Design alarm_time_set_flat, sky130hd; sources not shown.
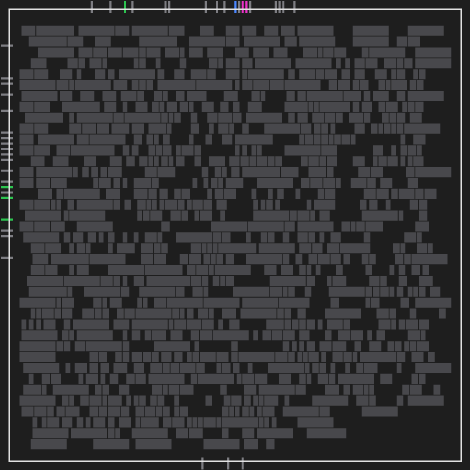
Run 1: pin placement
Scale: 4 px per um. Pins as bars across the die edge, other pins in grey.
| port | colour | pins | direction | edge |
|---|---|---|---|---|
| bus_alarm_hour_10 | green | 4 | output | 3 west, 1 north |
| bus_key_inc | blue | 1 | input | north |
| bus_edit_field | magenta | 2 | output | north |
all pins by edge: 20 west, 18 north, 3 south
number of buffers inserted by port buffering: 40
vertical die dimension: 112.6 um

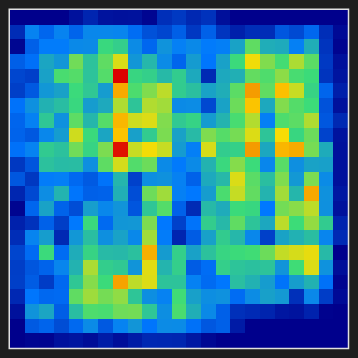
Run 1: wire density map
Scale: 3 px per um. 23 x 23 tiles, from dark blue (low) to red (high), scaled to the fullest tile. Values are wire area over tile area, all layers added.
mean over tiles: 0.26
emptiest ninth of the die: south-east
tiles over half the peak: 22%
Routed Wire Length: 20.11 mm
overall routing resource usage: 32.28%
detailed-route via count: 6,875
drt wl/cell: 19.95 um

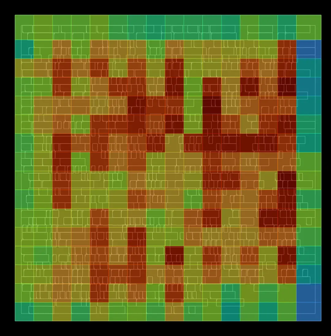
Run 1: routing congestion
global-route met1 utilization: 40.59%
Most Used Layer, Global Route: met2
GRT met3 Usage: 6.857%

==> impl_metrics.env, run 1 <==
# flow metrics
export IMPL_dp_hpwl_mm=14.29
export IMPL_cts_root_buffer="clkbuf_16"
export IMPL_start_kind="input port"
export IMPL_timing_setup_tns_ns=0
export IMPL_grt_pass1_wl_mm=32.88
export IMPL_layout_drive_gt1_share_pct=12.60
export IMPL_placement_cell_area_mm2=0.007687
export IMPL_final_cell_mix="93 x dfrtp_1, 79 x nor2_1, 66 x nand2_1"
export IMPL_globalRouteOverflowTotal=0
export IMPL_syn_nets=822
export IMPL_logic_depth_of_the_worst_setup_path_including_buffers=10
export IMPL_worstMarginPinSlew_ns=0.8213
export IMPL_timing_final_setup_violations=0
export IMPL_setup_worst_path_end_class="register"
export IMPL_run_status="finished clean"
export IMPL_floorplan_rows=39
export IMPL_critical_path_cell_chain="clkdlybuf4s50_1, buf_2, nand2b_1, clkbuf_1, a211oi_1, nand2_1, nor2_1, clkbuf_1, nor4_1, a21o_1"
export IMPL_postCtsSetupBuffers=0
export IMPL_tritoncts_num_sinks=105
export IMPL_worst_path_largest_cell_delay_ns=0.73
export IMPL_final_cell_count_no_fill=1008
export IMPL_chipWidth_um=112.6
export IMPL_synth_edff_count=0
export IMPL_timing_fmax_mhz=174.7
export IMPL_cp_required_ns=10.30
export IMPL_ys_cells=808
export IMPL_multi_input_comb_area_mm2=0.004125
export IMPL_synth_flops=105
export IMPL_insertion_delay_ns=0.36
export IMPL_boundaryPins=41
export IMPL_drt_pass1_iter_count=6
export IMPL_vias_in_the_first_global_route=6778
export IMPL_grt_antenna_before_repair=0
export IMPL_regToRegSetupSlack_ns=5.62
export IMPL_gp_congestion=0.9946
export IMPL_die_area_mm2=0.01268
export IMPL_tritoncts="built"
export IMPL_final_util_pct=69.93
export IMPL_cp_slowest_cell="nor2_1"
export IMPL_n_antenna_cell=0
export IMPL_place_inst=992
export IMPL_maxCapViolations=0
export IMPL_synth_chip_area_mm2=0.007078
export IMPL_layout_min_cycle_time_ns=5.723
export IMPL_worstSetupPathType="in -> reg"
export IMPL_timing_hold_violations_final=0
[run 1: cells by family (layout without fill, tap and decap cells)]
| kind of cell | count (synthesis) | in the layout | synth area share (%) |
|---|---|---|---|
| multiplexers | 32 | 32 | 4.914 |
| AND/OR/NAND/NOR | 368 | 368 | 28.14 |
| XOR/XNOR | 41 | 41 | 5.073 |
| flip-flops | 105 | 105 | 37.33 |
| AND-OR/OR-AND | 188 | 188 | 18.74 |
| buffers and inverters | 66 | 123 | 4.384 |
| adder cells (fa/ha/maj) | 8 | 8 | 1.414 |
[run 1: cells in the mapped netlist (5+ instances only)]
cell type,n,area [um2]
o21ai_0,35,175.2
nand2_1,66,247.7
nand4_1,18,112.6
or4_1,5,37.54
mux2i_1,12,120.1
buf_4,8,60.06
buf_2,18,90.09
a31oi_1,9,56.30
nor3_1,41,205.2
clkbuf_1,14,52.55
nor4_1,18,112.6
o31a_1,7,61.31
and4_1,8,70.07
dfrtp_1,93,2327
nand3_1,54,270.3
o31ai_1,9,67.56
dfstp_2,12,315.3
mux2_2,19,214.0
a211oi_1,9,67.56
inv_1,22,82.58
a21o_1,14,105.1
a22o_1,13,113.9
o211ai_1,8,60.06
ha_1,8,100.1
a21oi_1,32,160.2
nand2b_1,5,31.28
o22a_1,5,43.79
and2_1,5,31.28
nor2_1,79,296.5
nor2b_1,11,68.82
xor2_1,15,131.4
and3_1,19,118.9
xnor2_1,26,227.7
[run 1: power breakdown]
| part | switching (W) | internal [W] | leakage (nW) |
|---|---|---|---|
| Sequential | 0.0000680 | 0.000491 | 1.39 |
| Clock | 0.000176 | 0.000224 | 0.163 |
| Combinational | 0.000238 | 0.000228 | 1.66 |
[run 1: metrics by stage]
step	setup WS (ns)	hold slack [ns]	total power, W
floorplan	4.797	0.4238	0.0008186
global placement	3.259	0.4432	0.001007
detailed placement	4.034	0.4689	0.001021
CTS	4.395	0.4795	0.001425
global route	4.154	0.5039	0.001492
finish	4.327	0.4744	0.001425
[run 1: per-layer routing]
layer | vias to the layer above | global-route usage [%] | routed length, um
li1 | 3122 | - | -
met1 | 3356 | 40.59 | 8245
met2 | 322 | 51.30 | 9524
met3 | 75 | 6.857 | 1327
met4 | 0 | 19.19 | 1011
met5 | - | 0 | 0
[run 1: area by class of cell]
| class | count | area share (%) |
|---|---|---|
| clock inverters | 7 | 1.326 |
| plain buffers | 44 | 2.840 |
| clock buffers | 9 | 2.809 |
| inverters | 22 | 1.061 |
| multi-input cells | 637 | 51.44 |
| flip-flops and latches | 105 | 32.95 |
| well taps | 143 | 2.231 |
| repair buffers | 41 | 5.336 |
==> run 2, diff against run 1 <==
CORE_UTILIZATION = 55   (was 60)
clock period = 4.8 ns   (was 10.05 ns; I/O delays follow)
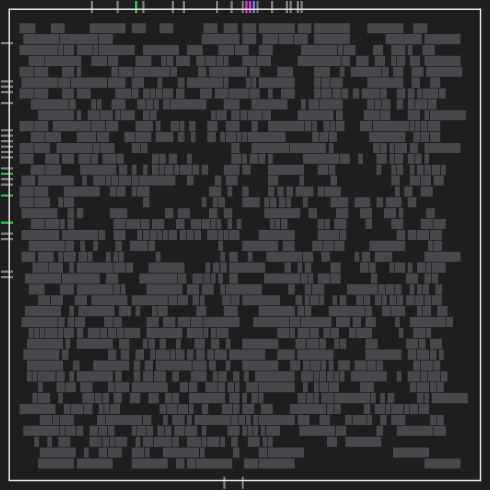
Run 2: pin placement
Scale: 4 px per um. Pins as bars across the die edge, other pins in grey.
| port | colour | pins | direction | edge |
|---|---|---|---|---|
| bus_edit_field | magenta | 2 | output | north |
| bus_key_inc | blue | 1 | input | north |
| bus_alarm_hour_10 | green | 4 | output | 3 west, 1 north |
all pins by edge: 21 west, 18 north, 2 south
width of the die: 117.4 um
vertical die dimension: 117.4 um

==> run 2 against run 1 <==
Against the previous run:
- critical path type unchanged
- global-route usage fell by 2.2 points
- area after synthesis did not move
- routed wire length rose by 1.9%
- sequential cell count did not move
- largest power group unchanged
==> impl_metrics.env, run 2 <==
# flow metrics
export IMPL_setup_worst_path_end_class="register"
export IMPL_dp_hpwl_mm=14.53
export IMPL_tritoncts="built"
export IMPL_maxCapViolations=0
export IMPL_power_total_w=0.002947
export IMPL_final_cell_mix="93 x dfrtp_1, 79 x nor2_1, 66 x nand2_1"
export IMPL_timing_final_setup_violations=0
export IMPL_worstMarginPinSlew_ns=0.7823
export IMPL_grt_antenna_before_repair=0
export IMPL_synth_top_area_share_pct=32.88
export IMPL_final_cell_count_no_fill=1037
export IMPL_routed_wirelength_mm=20.50
export IMPL_run_status="finished clean"
export IMPL_timing_fmax_mhz=229.4
export IMPL_portBuffers=40
export IMPL_gp_congestion=0.9894
export IMPL_global_route_usage_total_pct=30.06
export IMPL_layout_drive_gt1_share_pct=12.60
export IMPL_syn_nets=822
export IMPL_n_antenna_cell=0
export IMPL_grt_pass1_wl_mm=33.55
## run 2: cells by family (layout without fill, tap and decap cells)
group | Yosys count | in the layout | synth area share [%]
XOR/XNOR | 41 | 41 | 5.073
AND/OR/NAND/NOR | 368 | 368 | 28.14
adder cells (fa/ha/maj) | 8 | 8 | 1.414
flip-flops | 105 | 105 | 37.33
AND-OR/OR-AND | 188 | 188 | 18.74
multiplexers | 32 | 32 | 4.914
buffers and inverters | 66 | 123 | 4.384
## run 2: per-stage QoR
step / setup slack (ns) / TNS [ns] / instance area [um2] / util, % / hold WS (ns)
floorplan: 0.8593 / 0 / 7078 / - / 0.4238
global placement: -0.6999 / -64.28 / 7694 / 61.21 / 0.4417
detailed placement: 0.07978 / 0 / 7724 / 61.45 / 0.4436
CTS: 0.4726 / 0 / 8036 / 63.94 / 0.4538
global route: 0.1422 / 0 / 8036 / 63.94 / 0.4929
finish: 0.4405 / 0 / 8036 / 63.94 / 0.4457
## run 2: worst max-delay path: stages
cell,delay [ns]
clkdlybuf4s50_1,0.50
buf_2,0.22
nand2b_1,0.08
clkbuf_1,0.23
a211oi_1,0.48
nand2_1,0.37
nor2_1,0.71
clkbuf_1,0.49
nor4_1,0.13
a21o_1,0.18
## run 2: layout make-up
type                       instances  area (um2)  share of cell area [%]
buffer                            44       227.7                   2.834
clock buffer                      10       239.0                   2.974
clock inverter                     6       73.82                  0.9186
inverter                          22       85.08                   1.059
multi-input combinational        637        4125                   51.33
sequential                       105        2643                   32.88
tap                              172       215.2                   2.678
timing repair buffer              41       427.9                   5.325
## run 2: power breakdown
part / switching, W / internal [W] / leakage (nW) / total, W
Combinational: 0.000502 / 0.000476 / 1.66 / 0.000978
Clock: 0.000367 / 0.000428 / 0.153 / 0.000795
Sequential: 0.000146 / 0.00103 / 1.39 / 0.00117
Total: 0.00101 / 0.00193 / 3.21 / 0.00295
## run 2: routing by layer
metal | up-vias | global-route usage [%] | part of all wire (%)
met3 | 49 | 5.885 | 5.8
li1 | 3125 | - | -
met5 | - | 0 | 0
met1 | 3251 | 37.98 | 42
met4 | 0 | 10.47 | 2.5
met2 | 290 | 51.50 | 50
Power is estimated from default activity; no workload was simulated.
